**src/rtl/ntt_twiddle_seq.sv**
```systemverilog
// Butterfly/zeta schedule sequencer for the 256-point Kyber NTT/INTT.
// Define INTT_SCALE_EN to append the 256-descriptor inverse scale pass.
module ntt_twiddle_seq (
    input  logic       clk,
    input  logic       rst,
    input  logic       start,
    input  logic       mode,
    output logic       busy,
    output logic       done,
    output logic       out_valid,
    input  logic       out_ready,
    output logic [7:0] addr_a,
    output logic [7:0] addr_b,
    output logic [6:0] zeta_addr,
    output logic [2:0] layer,
    output logic       last,
    output logic       scale
);

    typedef struct packed {
        logic [7:0] a;
        logic [7:0] b;
        logic [6:0] z;
    } desc_t;

`ifdef INTT_SCALE_EN
    typedef enum logic [1:0] {IDLE, RUN, SCALE} state_t;
`else
    typedef enum logic [1:0] {IDLE, RUN} state_t;
`endif

    // len is a power of two, so g/o are a shift and a mask of the index
    function automatic desc_t calc(input logic inv,
                                   input logic [2:0] l,
                                   input logic [6:0] k);
        logic [3:0] s;
        logic [7:0] len;
        logic [7:0] g;
        logic [7:0] o;
        desc_t      d;
        s   = inv ? {1'b0, l} + 4'd1 : 4'd7 - {1'b0, l};
        len = 8'd1 << s;
        g   = {1'b0, k} >> s;
        o   = {1'b0, k} & (len - 8'd1);
        d.a = (g << (s + 4'd1)) | o;
        d.b = d.a + len;
        d.z = inv ? 7'((8'd128 >> l) - 8'd1 - g)
                  : 7'((8'd1 << l) + g);
        return d;
    endfunction

    state_t     state, state_n;
    logic       mode_q, mode_n;
    logic [7:0] idx, idx_n;
    logic [2:0] lay_n;
    logic       busy_n, done_n, valid_n;
    logic [7:0] a_n, b_n;
    logic [6:0] z_n;
    logic       last_n, scale_n;
    logic       xfer, fin, scale_on;
    desc_t      d;

`ifdef INTT_SCALE_EN
    assign scale_on = mode_q;
`else
    assign scale_on = 1'b0;
`endif

    assign xfer = out_valid & out_ready;

    always_comb begin
        state_n = state;
        mode_n  = mode_q;
        idx_n   = idx;
        lay_n   = layer;
        busy_n  = busy;
        done_n  = 1'b0;
        valid_n = out_valid;
        a_n     = addr_a;
        b_n     = addr_b;
        z_n     = zeta_addr;
        last_n  = last;
        scale_n = scale;
        fin     = 1'b0;
        d       = '0;
        case (state)
            IDLE: begin
                if (start) begin
                    state_n = RUN;
                    mode_n  = mode;
                    idx_n   = '0;
                    lay_n   = '0;
                    busy_n  = 1'b1;
                    valid_n = 1'b1;
                    d       = calc(mode, 3'd0, 7'd0);
                    a_n     = d.a;
                    b_n     = d.b;
                    z_n     = d.z;
                    last_n  = 1'b0;
                    scale_n = 1'b0;
                end
            end
            RUN: begin
                if (xfer) begin
                    if (layer == 3'd6 && idx == 8'd127) begin
`ifdef INTT_SCALE_EN
                        if (mode_q) begin
                            state_n = SCALE;
                            idx_n   = '0;
                            lay_n   = 3'd7;
                            a_n     = '0;
                            b_n     = '0;
                            z_n     = '0;
                            last_n  = 1'b0;
                            scale_n = 1'b1;
                        end else begin
                            fin = 1'b1;
                        end
`else
                        fin = 1'b1;
`endif
                    end else begin
                        idx_n  = {1'b0, idx[6:0] + 7'd1};
                        lay_n  = layer + {2'b0, idx == 8'd127};
                        d      = calc(mode_q, lay_n, idx_n[6:0]);
                        a_n    = d.a;
                        b_n    = d.b;
                        z_n    = d.z;
                        last_n = lay_n == 3'd6 && idx_n == 8'd127
                                 && !scale_on;
                    end
                end
            end
`ifdef INTT_SCALE_EN
            SCALE: begin
                if (xfer) begin
                    if (idx == 8'd255) begin
                        fin = 1'b1;
                    end else begin
                        idx_n  = idx + 8'd1;
                        a_n    = idx_n;
                        b_n    = idx_n;
                        last_n = idx_n == 8'd255;
                    end
                end
            end
`endif
            default: state_n = IDLE;
        endcase
        // finish is folded into the final transfer so start is taken next cycle
        if (fin) begin
            state_n = IDLE;
            busy_n  = 1'b0;
            valid_n = 1'b0;
            done_n  = 1'b1;
            idx_n   = '0;
            lay_n   = '0;
            a_n     = '0;
            b_n     = '0;
            z_n     = '0;
            last_n  = 1'b0;
            scale_n = 1'b0;
        end
    end

    always_ff @(posedge clk or posedge rst) begin
        if (rst) begin
            state     <= IDLE;
            mode_q    <= 1'b0;
            idx       <= '0;
            layer     <= '0;
            busy      <= 1'b0;
            done      <= 1'b0;
            out_valid <= 1'b0;
            addr_a    <= '0;
            addr_b    <= '0;
            zeta_addr <= '0;
            last      <= 1'b0;
            scale     <= 1'b0;
        end else begin
            state     <= state_n;
            mode_q    <= mode_n;
            idx       <= idx_n;
            layer     <= lay_n;
            busy      <= busy_n;
            done      <= done_n;
            out_valid <= valid_n;
            addr_a    <= a_n;
            addr_b    <= b_n;
            zeta_addr <= z_n;
            last      <= last_n;
            scale     <= scale_n;
        end
    end

endmodule
```
**config.mk**
```make
export PLATFORM = sky130hd
export DESIGN_NAME = ntt_twiddle_seq
export DESIGN_NICKNAME = d
export VERILOG_FILES = /design/src/rtl/ntt_twiddle_seq.sv
export SDC_FILE = /design/constraint.sdc
export NUM_CORES = 1
export LEC_CHECK = 0
export CAP_MARGIN = 20
export CELL_PAD_IN_SITES_DETAIL_PLACEMENT = 1
export CELL_PAD_IN_SITES_GLOBAL_PLACEMENT = 1
export CORE_MARGIN = 1.5
export CORE_UTILIZATION = 25
export CTS_CLUSTER_SIZE = 25
export DETAILED_ROUTE_END_ITERATION = 16
export HOLD_SLACK_MARGIN = 0.1
export PLACE_DENSITY = 0.58
export SETUP_SLACK_MARGIN = 0.05
export SLEW_MARGIN = 20
export SYNTH_ARGS = -nofsm -noshare
export SYNTH_HDL_FRONTEND = slang
export SYNTH_SLANG_ARGS = --single-unit
export TNS_END_PERCENT = 100
```
**constraint.sdc**
```tcl
create_clock -name clk -period 7.8 [get_ports clk]
set_clock_uncertainty 0.05 [all_clocks]
set_input_delay 2.34 -clock clk [delete_from_list [all_inputs] [get_ports clk]]
set_output_delay 2.34 -clock clk [all_outputs]
set_load 0.005 [all_outputs]
```
==> results.json, run 1 <==
{
  "run_status": "finished clean",
  "share_of_synthesized_area_occupied_by_flip_flops_and_latches": 0.282,
  "post-place-cells": 600,
  "switching_part_of_the_total": 0.348,
  "layout.comb_gates.multi_input": 319,
  "drcViolationCount": 0,
  "bufAreaShareNonClock": 0.0927,
  "number_of_antenna_violations_at_the_first_check_in_global_routing": 0,
  "post_cts_hold_fix_buffer_tally": 0,
  "cts.reportedPaths.clkPinSlew_ps": 50,
  "rsz0062_at_grt": "false",
  "comb_share": 0.554,
  "clock.fmax_mhz": 146,
  "post_cts_resize_count": 0,
  "combinationalPower_uw": 274,
  "post-route-cell-area_sq_um": 3990,
  "cts_tree": "built",
  "syn_nets": 449,
  "nNonClkBuffers": 38,
  "power_report.internal_total_uw": 480,
  "post-dp-hpwl_um": 8150,
  "hold-path-endpoint": "zeta_addr[0]$_DFFE_PP0P_",
  "met1_length_um": 5130,
  "dp_slack_ps": 1060,
  "totalWireLength_um": 10400,
  "power_sequential_uw": 269,
  "timing.critical_path.from_type": "flop",
  "wl_per_cell_um": 17.1,
  "avgSynthCellArea_sq_um": 8.22,
  "synth.ff_latch_count": 38,
  "fin_worst_hold_slack_ps": 429,
  "tapcell.inserted": 176,
  "logic_family": "AND-OR/OR-AND gates",
  "maxUsedRoutingLayer": "met4",
  "power.density_nw_per_um2": 185,
  "critical_path_buf_inv_count": 1,
  "netlist-cell-type-count": 56,
  "critPathMaxStageDelay_ps": 500,
  "path_max_fanout": 22,
  "area_after_dpl_sq_um": 3860,
  "grt_max_degree": 43,
  "gpl.final_weighted_congestion": 0.910,
  "flop_area_sq_um": 951,
  "groute.layer.met1.usage": 0.208,
  "layout.area.comb_sq_um": 2210,
  "layout.sequential_cells": 38,
  "grt.met2_usage": 0.252,
  "clock-root-buffer": "clkbuf_16",
  "synth-compound-area-share": 0.247,
  "via_per_inst": 5.08,
  "clk_share": 0.0332,
  "syn2layout_area_growth_pct": 18.5,
  "post_synthesis_mux_area_share": 0.0408,
  "drt-pass1-iter-count": 4,
  "grt-ovfl-total": 0,
  "regToRegEndpoint": "addr_b[7]$_DFFE_PP0P_",
  "register_fraction_of_the_total_cell_area": 0.238,
  "clock_tree_buffer_depth": 2,
  "die_area_sq_um": 14200,
  "max_cap_viol_count": 0,
  "ys_chip_area_sq_um": 3370,
  "synth_async_sr_flop_share": 1.00,
  "worst_hold_path.num_cells": 1,
  "worstSetupEndpoint": "addr_b[7]$_DFFE_PP0P_",
  "report.final.setup_viol": 0,
  "fin_cells": 607,
  "maxSlewViolCount": 0,
  "yosys.area_share.adder": 0.133,
  "yosysCellCount": 410,
  "hp-class": "flop to flop"
}
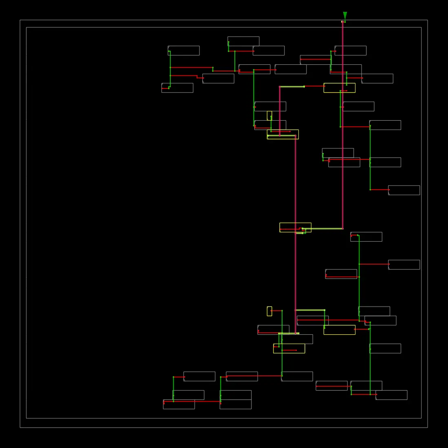
**Above:** run 1 (clock nets).
number of sinks on the clock net: 38
Late-Pin Clk Latency: 280 ps
clock buffer instance count of the final layout: 7
total clock buffers created by CTS: 5

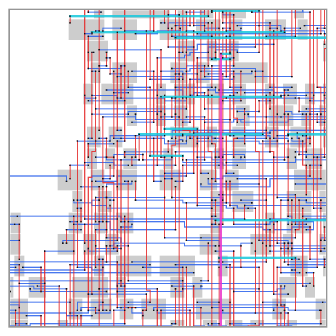
**Above:** run 1 (layout detail).
Window x 40 to 80, y 40 to 80 um. Cells in grey, sequential cells in the stronger grey; small squares are vias.
| layer | colour |
|---|---|
| metal 4 | magenta |
| metal 3 | cyan |
| metal 2 | red |
| metal 1 | blue |
sequential cells in the window: 0
most frequent: nand2_1 (16), nor2_1 (12), o21ai_0 (10)
cells with their middle in the window: 93

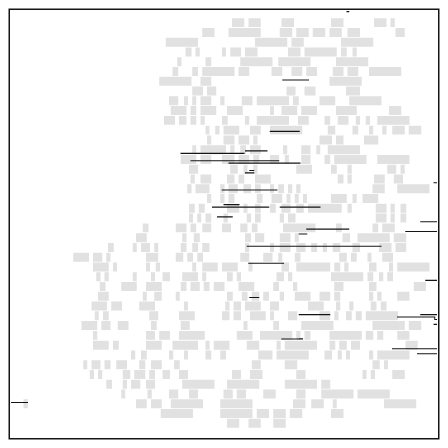
**Above:** run 1 (the metal 3 layer).
Cells faint in the background.
share of all routed wire: 2.6%
longest straight run: 37.3 um

==> run 2, diff against run 1 <==
- CTS_BUF_LIST: unset -> sky130_fd_sc_hd__clkbuf_4 sky130_fd_sc_hd__clkbuf_8
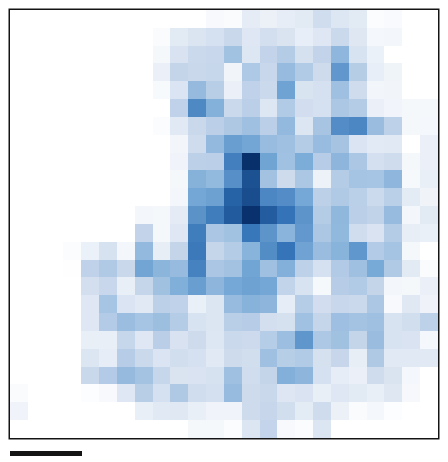
**Above:** run 2 (wire density map).
Bar = 20 um. The die is cut into 24 by 24 equal tiles; white is low, dark blue is high, scaled to the fullest tile. Values are wire area over tile area, all layers added.
densest ninth of the die: middle
fullest tile: 0.62
nearly empty tiles: 33%
emptiest ninth of the die: top left

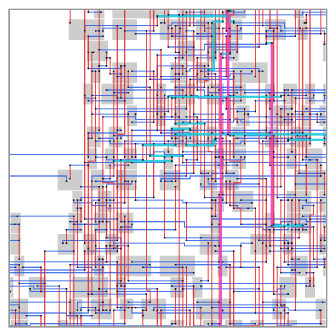
**Above:** run 2 (layout detail).
Window x 40 to 80, y 40 to 80 um. Cells in grey, sequential cells in the stronger grey; small squares are vias.
| layer | colour |
|---|---|
| metal 4 | magenta |
| metal 2 | red |
| metal 1 | blue |
| metal 3 | cyan |
most frequent: nand2_1 (16), nor2_1 (12), o21ai_0 (10)
sequential cells in the window: 0
cells with their middle in the window: 94

==> run 2 against run 1 <==
Clock-buffer cell count unchanged; largest cell class unchanged; global-route usage up 0.061 points; area after synthesis unchanged; total power down 7.4%; non-clock buffer count unchanged; via count up 0.42%.
==> results.json, run 2 <==
{
  "synth-compound-area-share": 0.247,
  "path_max_fanout": 22,
  "max_cap_viol_count": 0,
  "maxSlewViolCount": 0,
  "totalWireLength_um": 10400,
  "grt.met2_usage": 0.253,
  "report.final.setup_viol": 0,
  "number_of_antenna_violations_at_the_first_check_in_global_routing": 0,
  "cts_num_sinks": 38,
  "layout.sequential_cells": 38,
  "maxUsedRoutingLayer": "met4",
  "synth.ff_latch_count": 38,
  "flop_area_sq_um": 951,
  "dp_slack_ps": 1060,
  "worstSetupEndpoint": "addr_b[7]$_DFFE_PP0P_",
  "die_area_sq_um": 14200,
  "tapcell.inserted": 176,
  "total_clock_buffers_created_by_cts": 5,
  "nNonClkBuffers": 38,
  "cts.reportedPaths.clkPinSlew_ps": 70,
  "synth_async_sr_flop_share": 1.00,
  "rsz0062_at_grt": "false",
  "post_cts_hold_fix_buffer_tally": 0,
  "run_status": "finished clean",
  "drcViolationCount": 0,
  "post-dp-hpwl_um": 8150,
  "logic_family": "AND-OR/OR-AND gates",
  "bufAreaShareNonClock": 0.0939,
  "timing.critical_path.from_type": "flop",
  "grt-ovfl-total": 0,
  "share_of_synthesized_area_occupied_by_flip_flops_and_latches": 0.282,
  "grt_max_degree": 43,
  "cts_tree": "built",
  "hold-path-endpoint": "zeta_addr[0]$_DFFE_PP0P_",
  "fin_cells": 607,
  "groute.layer.met1.usage": 0.208,
  "hp-class": "flop to flop",
  "comb_share": 0.560
}
==> run 3, diff against run 2 <==
- MAX_ROUTING_LAYER: unset -> met4
- clock period: 7.8 -> 7.68 ns (I/O delays scaled with it)
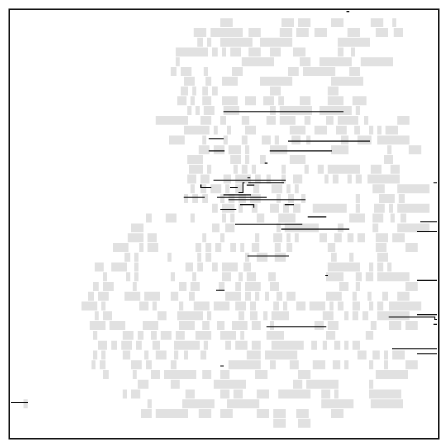
**Above:** run 3 (the metal 3 layer).
Cells faint in the background.
nets with wire on the layer: 30
wire length on this layer: 310 um
share of all routed wire: 3.0%
longest straight run: 33.1 um
main direction: horizontal
total wire length after detailed routing: 10,400 um
routing usage on met3: 0.0134
DR vias: 3,074

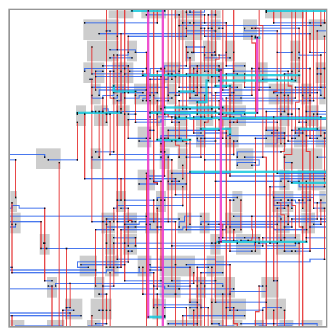
**Above:** run 3 (layout detail).
Window x 40 to 80, y 40 to 80 um. Cells in grey, sequential cells in the stronger grey; small squares are vias.
| layer | colour |
|---|---|
| metal 3 | cyan |
| metal 2 | red |
| metal 1 | blue |
| metal 4 | magenta |
most frequent: nand2_1 (16), nor2_1 (12), o21ai_0 (10)
sequential cells in the window: 0
cells with their middle in the window: 88

==> run 3 against run 2 <==
Clock power rose by 7%; hold slack lost 0.59 ps; combinational power increased by 3%; critical path depth grew 1; total power up 3.0%; wire length fell by 0.67%; synthesized cell count is the same; first-iteration DRC count increased by 20%; non-clock buffer count rose by 1; sequential cell count is the same; highest routed layer unchanged.
==> results.json, run 3 <==
{
  "report.final.setup_viol": 0,
  "netlist_instances": 410,
  "yosysCellCount": 410,
  "maxSlewViolCount": 0,
  "maxUsedRoutingLayer": "met4",
  "groute.layer.met1.usage": 0.215,
  "nNonClkBuffers": 39,
  "comb_share": 0.558,
  "bufAreaShareNonClock": 0.0953,
  "number_of_antenna_violations_at_the_first_check_in_global_routing": 0,
  "hold-path-endpoint": "zeta_addr[1]$_DFFE_PP0P_",
  "synth-compound-area-share": 0.247,
  "max_cap_viol_count": 0,
  "logic_family": "AND-OR/OR-AND gates",
  "tapcell.inserted": 176,
  "die_area_sq_um": 14200,
  "drcViolationCount": 0,
  "yosys-top-cells-count": "nand2_1 (51), dfrtp_1 (38), o21ai_0 (37)",
  "layout.comb_gates.multi_input": 319,
  "layout.area.top_class": "combinational gates",
  "grt-ovfl-total": 0,
  "post_cts_hold_fix_buffer_tally": 0,
  "path_max_fanout": 16,
  "drt_iter0_drc": 168,
  "dp_slack_ps": 996,
  "netSwitchingPower_uw": 258,
  "r2r_slack_ps": 910,
  "cts_num_sinks": 38,
  "worstSetupEndpoint": "addr_b[7]$_DFFE_PP0P_",
  "share_of_synthesized_area_occupied_by_flip_flops_and_latches": 0.282,
  "total_clock_buffers_created_by_cts": 5,
  "layout.sequential_cells": 38,
  "synth.ff_latch_count": 38,
  "fin_cells": 609,
  "cts.reportedPaths.clkPinSlew_ps": 80,
  "timing.critical_path.from_type": "flop",
  "run_status": "finished clean",
  "rsz0062_at_grt": "false",
  "cts_tree": "built",
  "post-place-cells": 601,
  "flop_area_sq_um": 951,
  "post-dp-hpwl_um": 8080,
  "grt_max_degree": 43,
  "timing.final.crit_period_ps": 6770,
  "synth_async_sr_flop_share": 1.00
}
Power is estimated from default activity; no workload was simulated.
